## src/rtl/regfile_mp.sv

```systemverilog
// Parametrised register file with NUM_RD independent read ports, per-bit write
// mask, optional registered reads with write bypass and a sequential clear engine.
module regfile_mp #(
   parameter int DATA_W = 4,
   parameter int DEPTH  = 8,
   parameter int ADDR_W = $clog2(DEPTH),
   parameter int NUM_RD = 2,
   parameter int REG_RD = 0,
   parameter int BYPASS = 1
) (
   input  logic                     clock,
   input  logic                     reset_n,
   input  logic                     cs_n,
   input  logic                     w_en_n,
   input  logic [ADDR_W-1:0]        w_addr,
   input  logic [DATA_W-1:0]        w_data,
   input  logic [DATA_W-1:0]        w_mask,
   input  logic [NUM_RD*ADDR_W-1:0] r_addr,
   output logic [NUM_RD*DATA_W-1:0] r_data,
   input  logic                     clr_req,
   output logic                     busy,
   output logic                     clr_done
);

   typedef enum logic [1:0] {
      ST_IDLE  = 2'd0,
      ST_CLEAR = 2'd1,
      ST_DONE  = 2'd2
   } state_t;

   localparam logic [ADDR_W:0]   DEPTH_X = (ADDR_W+1)'(DEPTH);
   localparam logic [ADDR_W-1:0] LAST    = ADDR_W'(DEPTH - 1);

   // Address decode over the real entries only, so out-of-range reads give 0.
   function automatic logic [DATA_W-1:0] read_word(
      input logic [DEPTH-1:0][DATA_W-1:0] arr,
      input logic [ADDR_W-1:0]            addr
   );
      logic [DATA_W-1:0] word;
      word = '0;
      for (int i = 0; i < DEPTH; i++) begin
         if (addr == ADDR_W'(i)) word = arr[i];
      end
      return word;
   endfunction

   state_t                       state_q, state_d;
   logic [ADDR_W-1:0]            cnt_q, cnt_d;
   logic                         busy_q, busy_d;
   logic                         clr_done_q, clr_done_d;
   logic [DEPTH-1:0][DATA_W-1:0] mem_q, mem_c, mem_d;
   logic                         wr_en;
   logic                         clr_en;
   logic [DATA_W-1:0]            wr_old;
   logic [DATA_W-1:0]            wr_word;

   assign wr_en   = ~cs_n & ~w_en_n & ~busy_q & ({1'b0, w_addr} < DEPTH_X);
   assign clr_en  = (state_q == ST_CLEAR);
   assign wr_old  = read_word(mem_q, w_addr);
   assign wr_word = (wr_old & ~w_mask) | (w_data & w_mask);

   // mem_c: array after this edge's clear step only; mem_d adds the user write.
   always_comb begin
      mem_c = mem_q;
      for (int i = 0; i < DEPTH; i++) begin
         if (clr_en && (cnt_q == ADDR_W'(i))) mem_c[i] = '0;
      end
   end

   always_comb begin
      mem_d = mem_c;
      for (int i = 0; i < DEPTH; i++) begin
         if (wr_en && (w_addr == ADDR_W'(i))) mem_d[i] = wr_word;
      end
   end

   always_ff @(posedge clock or negedge reset_n) begin
      if (!reset_n) begin
         mem_q <= '0;
      end else begin
         mem_q <= mem_d;
      end
   end

   always_ff @(posedge clock or negedge reset_n) begin
      if (!reset_n) begin
         state_q    <= ST_IDLE;
         cnt_q      <= '0;
         busy_q     <= 1'b0;
         clr_done_q <= 1'b0;
      end else begin
         state_q    <= state_d;
         cnt_q      <= cnt_d;
         busy_q     <= busy_d;
         clr_done_q <= clr_done_d;
      end
   end

   // clr_req outside IDLE is ignored rather than queued.
   always_comb begin
      state_d = state_q;
      cnt_d   = cnt_q;
      unique case (state_q)
         ST_IDLE: begin
            if (clr_req) begin
               state_d = ST_CLEAR;
               cnt_d   = '0;
            end
         end
         ST_CLEAR: begin
            cnt_d = cnt_q + ADDR_W'(1);
            if (cnt_q == LAST) begin
               state_d = ST_DONE;
               cnt_d   = '0;
            end
         end
         ST_DONE: begin
            state_d = ST_IDLE;
         end
         default: begin
            state_d = ST_IDLE;
            cnt_d   = '0;
         end
      endcase
   end

   // Status flags are registered from the next state so they align with it.
   always_comb begin
      busy_d     = (state_d == ST_CLEAR);
      clr_done_d = (state_d == ST_DONE);
   end

   assign busy     = busy_q;
   assign clr_done = clr_done_q;

   generate
      if (REG_RD != 0) begin : g_reg_rd
         logic [DEPTH-1:0][DATA_W-1:0] rd_src;
         logic [NUM_RD*DATA_W-1:0]     rd_d;
         logic [NUM_RD*DATA_W-1:0]     rd_q;

         // Clear steps always land in the read register; user writes only with BYPASS.
         assign rd_src = (BYPASS != 0) ? mem_d : mem_c;

         always_comb begin
            rd_d = '0;
            for (int p = 0; p < NUM_RD; p++) begin
               rd_d[p*DATA_W +: DATA_W] = read_word(rd_src, r_addr[p*ADDR_W +: ADDR_W]);
            end
         end

         always_ff @(posedge clock or negedge reset_n) begin
            if (!reset_n) begin
               rd_q <= '0;
            end else begin
               rd_q <= rd_d;
            end
         end

         assign r_data = rd_q;
      end else begin : g_comb_rd
         always_comb begin
            r_data = '0;
            for (int p = 0; p < NUM_RD; p++) begin
               r_data[p*DATA_W +: DATA_W] = read_word(mem_q, r_addr[p*ADDR_W +: ADDR_W]);
            end
         end
      end
   endgenerate

endmodule
```

## config.mk

```make
export PLATFORM = sky130hd
export DESIGN_NAME = regfile_mp
export DESIGN_NICKNAME = d
export VERILOG_FILES = /design/src/rtl/regfile_mp.sv
export SDC_FILE = /design/constraint.sdc
export NUM_CORES = 1
export LEC_CHECK = 0
export ABC_AREA = 1
export CORE_UTILIZATION = 28
export CTS_CLUSTER_SIZE = 25
export DETAILED_ROUTE_END_ITERATION = 16
export MAX_ROUTING_LAYER = met4
export PLACE_DENSITY_LB_ADDON = 0.15
export SLEW_MARGIN = 40
export SYNTH_ARGS = -nofsm -noshare
export SYNTH_HDL_FRONTEND = slang
export SYNTH_SLANG_ARGS = --single-unit
```

## constraint.sdc

```tcl
create_clock -name clock -period 1.9 [get_ports clock]
set_clock_uncertainty 0.15 [all_clocks]
set_input_delay 0.19 -clock clock [delete_from_list [all_inputs] [get_ports clock]]
set_output_delay 0.19 -clock clock [all_outputs]
set_load 0.01 [all_outputs]
```

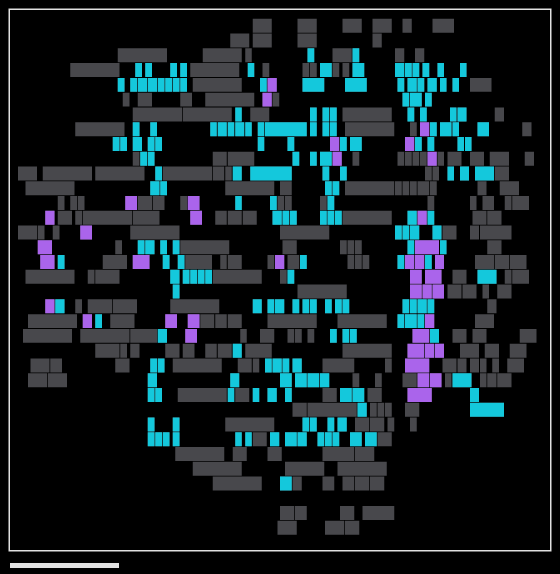
**Above:** run 1 (selected gate families).
The bar under the picture is 20 um long.
| colour | family | cells | most used |
|---|---|---|---|
| purple | aoi and oai cells | 40 | a21oi_1 |
| cyan | nand cells | 193 | nand2_1 |
non-filler cells, final: 595
Top cell excl fill/tap: nand2_1
combinational share of cell area: 43.0%

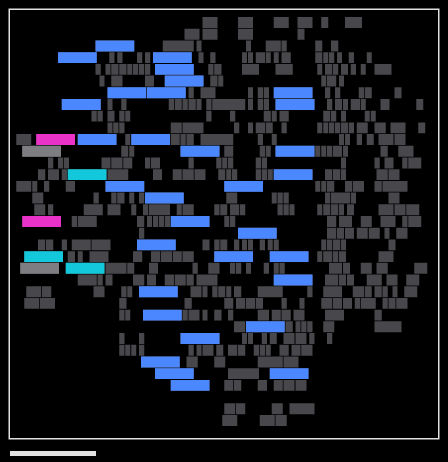
**Above:** run 1 (register map, names as in the netlist).
The bar under the picture is 20 um long. Other sequential cells in the stronger grey, the rest of the logic in the fainter grey.
| colour | signal | placed flops |
|---|---|---|
| cyan | cnt_q | 3 |
| magenta | state_q | 2 |
| blue | mem_q | 32 |
not coloured: 2
sequential cell area share: 26.9%
utilization after layout: 39.2%
sequential cell area: 976 um2
P_seq: 1.26 mW

==> impl_metrics.json, run 1 <==
{
  "status": "finished clean",
  "seq_cells": 39,
  "fp_util_pct": 28.8,
  "cts_tree": "done",
  "drtPass1Iterations": 7,
  "drtAntennaViolNets": 0,
  "top_cells_by_area": "dfrtp_1, nand2_1, nand3_1",
  "ir_worst_vdd_uv": 611,
  "top_layer": "met4",
  "async_reset_ff_share_pct": 100,
  "hold_buffers": 1,
  "place_inst": 581,
  "synth_cells": 380,
  "antenna_found_initial": 0,
  "synth_area_per_cell_um2": 7.00,
  "rsz0062_at_grt": "yes",
  "synth.distinct_cells": 27,
  "drc": 0,
  "report.final.slew_viol_count": 0,
  "finish.instance_area_um2": 3630,
  "power_density_nw_per_um2": 783,
  "inv_count": 45,
  "largest_reg_flops": 32,
  "clockNetworkAreaShare_pct": 2.24,
  "synth_top_area_share_pct": 36.7,
  "root_buffer": "clkbuf_8",
  "worst_hold_slack_ns": 0.258,
  "port_buffers": 31,
  "reg_top3": "mem_q: 32 flops, cnt_q: 3 flops, state_q: 2 flops",
  "warning_count": 31,
  "post-route-period-util_pct": 95.7,
  "die_w_um": 99.5,
  "busiest_layer": "met2",
  "yosysTopAreaCell": "dfrtp_1",
  "syn2layout_area_growth_pct": 36.3,
  "finalCriticalPeriod_ns": 1.82,
  "start_kind": "flop",
  "combGateArea_um2": 1560,
  "place_ws_ns": -0.496,
  "final-hold-violation-count": 0,
  "grt_usage_pct": 19.4,
  "r2r-end": "mem_q[3]",
  "wl_met1_um": 3880,
  "ff_type": "dfrtp_1",
  "io_pins": 32,
  "cts_setup_buffers": 0,
  "antenna-diode-count": 0,
  "clock.fmax_ghz": 0.550,
  "tightest_slew_ns": 0.536,
  "wl_per_cell_um": 14.8,
  "hold_path.class": "in2async",
  "numSynthFlops": 39,
  "yosysChipArea_um2": 2660,
  "crit_arrival_ns": 1.48,
  "r2r_start": "mem_q[7]",
  "power_mw": 2.84,
  "routabilityCongestion": 0.876,
  "tns_ns": 0,
  "ctsResizeCount": 55,
  "globalRouteMet2Util_pct": 30.4,
  "vias": 2834,
  "cts_htree_levels": 2,
  "leakage_nw": 1.76,
  "cp_max_fo": 2,
  "yosys_warnings": 0,
  "tap-cell-count": 129,
  "largest_class": "multi-input combinational cells",
  "routed-wl-met3_um": 501,
  "buffers": 83,
  "synth-edff-count": 0,
  "top_cells_by_count": "nand2_1, inv_1, nand3_1",
  "grt_max_degree": 22,
  "wl_met2_um": 4120,
  "logic_gates": 291,
  "rr_worst_depth": 10,
  "slew_headroom_pct": 64.3,
  "ff2ff_setup_slack_ns": 0.18,
  "coreArea_um2": 9240,
  "postPlaceCellArea_um2": 3440,
  "critPathRequiredTime_ns": 1.56,
  "cap_violations": 0,
  "dr.first_iter.drc_count": 176,
  "grt_pass1_wl_um": 14100,
  "final_cell_mix": "nand2_1, buf_4, dfrtp_1",
  "place_hpwl_um": 6740,
  "top_register": "mem_q"
}
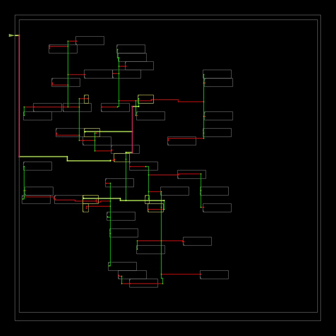
**Above:** run 1 (clock routing).
Worst-Skew Late Latency: 0.29 ns
clock buffer count from CTS: 5
clk sinks: 39
clock buffers: 7

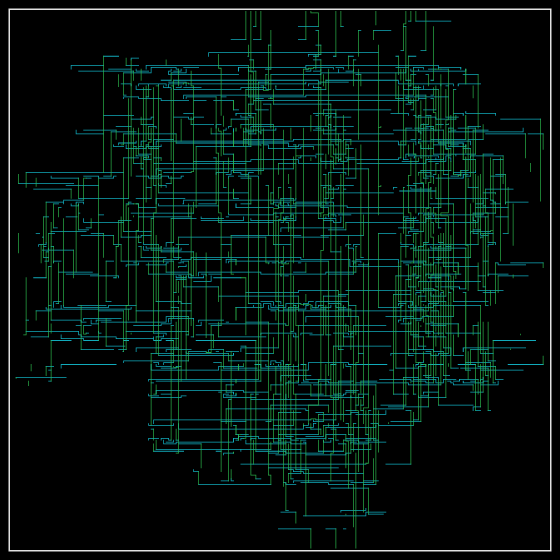
**Above:** run 1 (signal wires by layer).
Only two layers are drawn.
| colour | layer | wire length |
|---|---|---|
| cyan | M1 | 3880 um |
| green | M2 | 4120 um |

## run 1: kinds of logic (layout without fill, tap and decap cells)
group | Yosys count | in the layout | synth area share (%)
and+or+nand+nor | 245 | 245 | 43.5
AOI/OAI and AO/OA | 40 | 40 | 8.56
buffers and inverters | 50 | 136 | 8.47
DFF | 39 | 39 | 36.7
adders and majority gates | 6 | 6 | 2.82
## run 1: worst max-delay path, cell delays in order (launching register included)
cell,delay (ns)
dfrtp_1,0.42
inv_2,0.07
buf_4,0.11
o22ai_2,0.07
a21oi_2,0.10
nand2_1,0.07
nor2_1,0.11
nand4_1,0.10
buf_2,0.15
## run 1: power breakdown
part	leakage, nW	switching [mW]	internal, mW
Clock	0.0422	0.290	0.258
Combinational	1.19	0.601	0.431
Sequential	0.528	0.238	1.02
**Run 1: ports around the boundary**

Pins as bars across the die edge, other pins in grey.
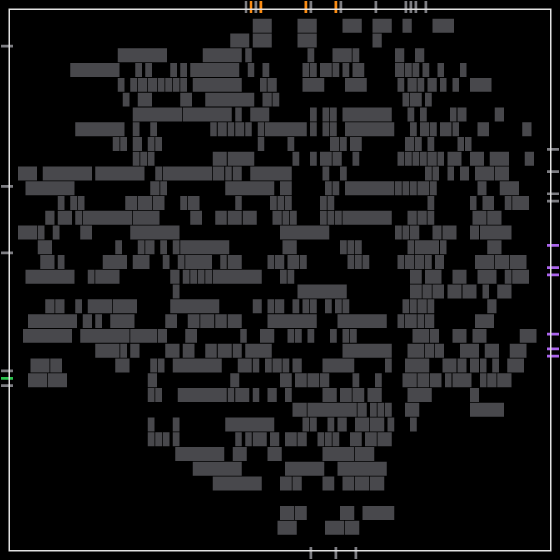

==> run 1 -> run 2 <==
- CTS_CLUSTER_DIAMETER: unset -> 150
- DONT_BUFFER_PORTS: unset -> 1
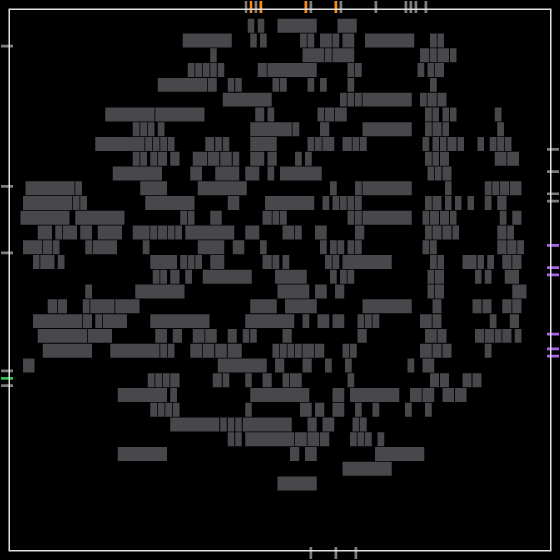
**Above:** run 2 (ports around the boundary).
Pins as bars across the die edge, other pins in grey.
| colour | port | pins | direction | edge |
|---|---|---|---|---|
| purple | r_addr | 6 | input | right |
| green | busy | 1 | output | left |
| orange | w_mask | 4 | input | top |

==> impl_metrics.json, run 2 <==
{
  "status": "finished clean",
  "top_cells_by_area": "dfrtp_1, nand2_1, nand3_1",
  "p_switching_mw": 1.09,
  "ff_type": "dfrtp_1",
  "worstPathCellList": "inv_1, o22ai_1, a21oi_1, nand3_1, nor2_1, nand3_1",
  "cpPeakStageDelay_ns": 0.42,
  "largest_reg_flops": 32,
  "antenna_found_initial": 0,
  "rsz0062_at_grt": "no",
  "mux_share_pct": 0,
  "seq_cells": 39,
  "clk-insertion-delay-late_ns": 0.29,
  "rr_worst_depth": 6,
  "synth_area_per_cell_um2": 7.00,
  "clkPwrFrac_pct": 28.6,
  "stdcell_count": 524,
  "intPower_mw": 1.83,
  "tns_ns": 0,
  "post-route-period-util_pct": 95.2,
  "cp_top_family": "flip-flops",
  "pg_seq_mw": 1.27,
  "ir_worst_vdd_uv": 650,
  "place_hpwl_um": 6270,
  "hold_path.class": "in2reg",
  "dr.first_iter.drc_count": 141,
  "postPlaceCellArea_um2": 2840,
  "root_buffer": "clkbuf_8",
  "comb_power_share_pct": 28.0,
  "yosys_warnings": 0,
  "ff2ff_setup_slack_ns": 0.18,
  "grt_max_degree": 40,
  "start_kind": "flop",
  "hold_buffers": 3,
  "wl_per_cell_um": 15.4,
  "wl_met2_um": 3760,
  "numSynthFlops": 39,
  "sw_frac_of_total_pct": 37.3,
  "cap_violations": 0,
  "top_layer": "met4",
  "syn2layout_area_growth_pct": 13.6,
  "globalRouteMet2Util_pct": 27.5,
  "largest_class": "multi-input combinational cells",
  "port_buffers": 0,
  "lay_top_count": "nand2_1",
  "buffers": 12,
  "r2r-end": "mem_q[29]",
  "worst_hold_slack_ns": 0.0592,
  "finish.instance_area_um2": 3020,
  "ctsResizeCount": 0,
  "vias": 2555,
  "routabilityCongestion": 0.874,
  "yosysTopAreaCell": "dfrtp_1",
  "r2r_start": "busy",
  "seq_area_share_pct": 32.3,
  "top_register": "mem_q",
  "cts_inserted_buffers": 5,
  "antenna-diode-count": 0,
  "cp_slowest_cell": "dfrtp_1",
  "fp_util_pct": 28.8,
  "wl_met1_um": 3760,
  "clk-power_mw": 0.832,
  "nClkBuffers": 5,
  "synth.distinct_cells": 27,
  "topCombFamilyByArea": "simple AND/OR/NAND/NOR gates",
  "synth_top_area_share_pct": 36.7,
  "yosysChipArea_um2": 2660,
  "cp_max_fo": 3
}
==> run 2: worst min path at each step <==
| stage | start | endpoint | slack, ns | depth (start not counted) |
|---|---|---|---|---|
| after floorplan | reset_n | busy | -0.26 | 0 |
| after global placement | reset_n | mem_q[26] | -0.25 | 0 |
| after detailed placement | reset_n | mem_q[26] | -0.25 | 0 |
| after CTS | w_addr[1] | mem_q[2] | 0.04 | 5 |
| after global routing | w_addr[1] | mem_q[2] | 0.07 | 5 |
| final | w_addr[1] | mem_q[2] | 0.06 | 5 |
==> run 2: worst min-delay path: cells and delay by family <==
| family | cells | cell delay [ns] |
|---|---|---|
| AND/OR/NAND/NOR | 5 | 0.27 |
==> run 2: cells by family after synthesis <==
group	after synthesis
adders and majority gates	6
DFF	39
and+or+nand+nor	245
AOI/OAI and AO/OA	40
buffers and inverters	50
Power is estimated from default activity; no workload was simulated.
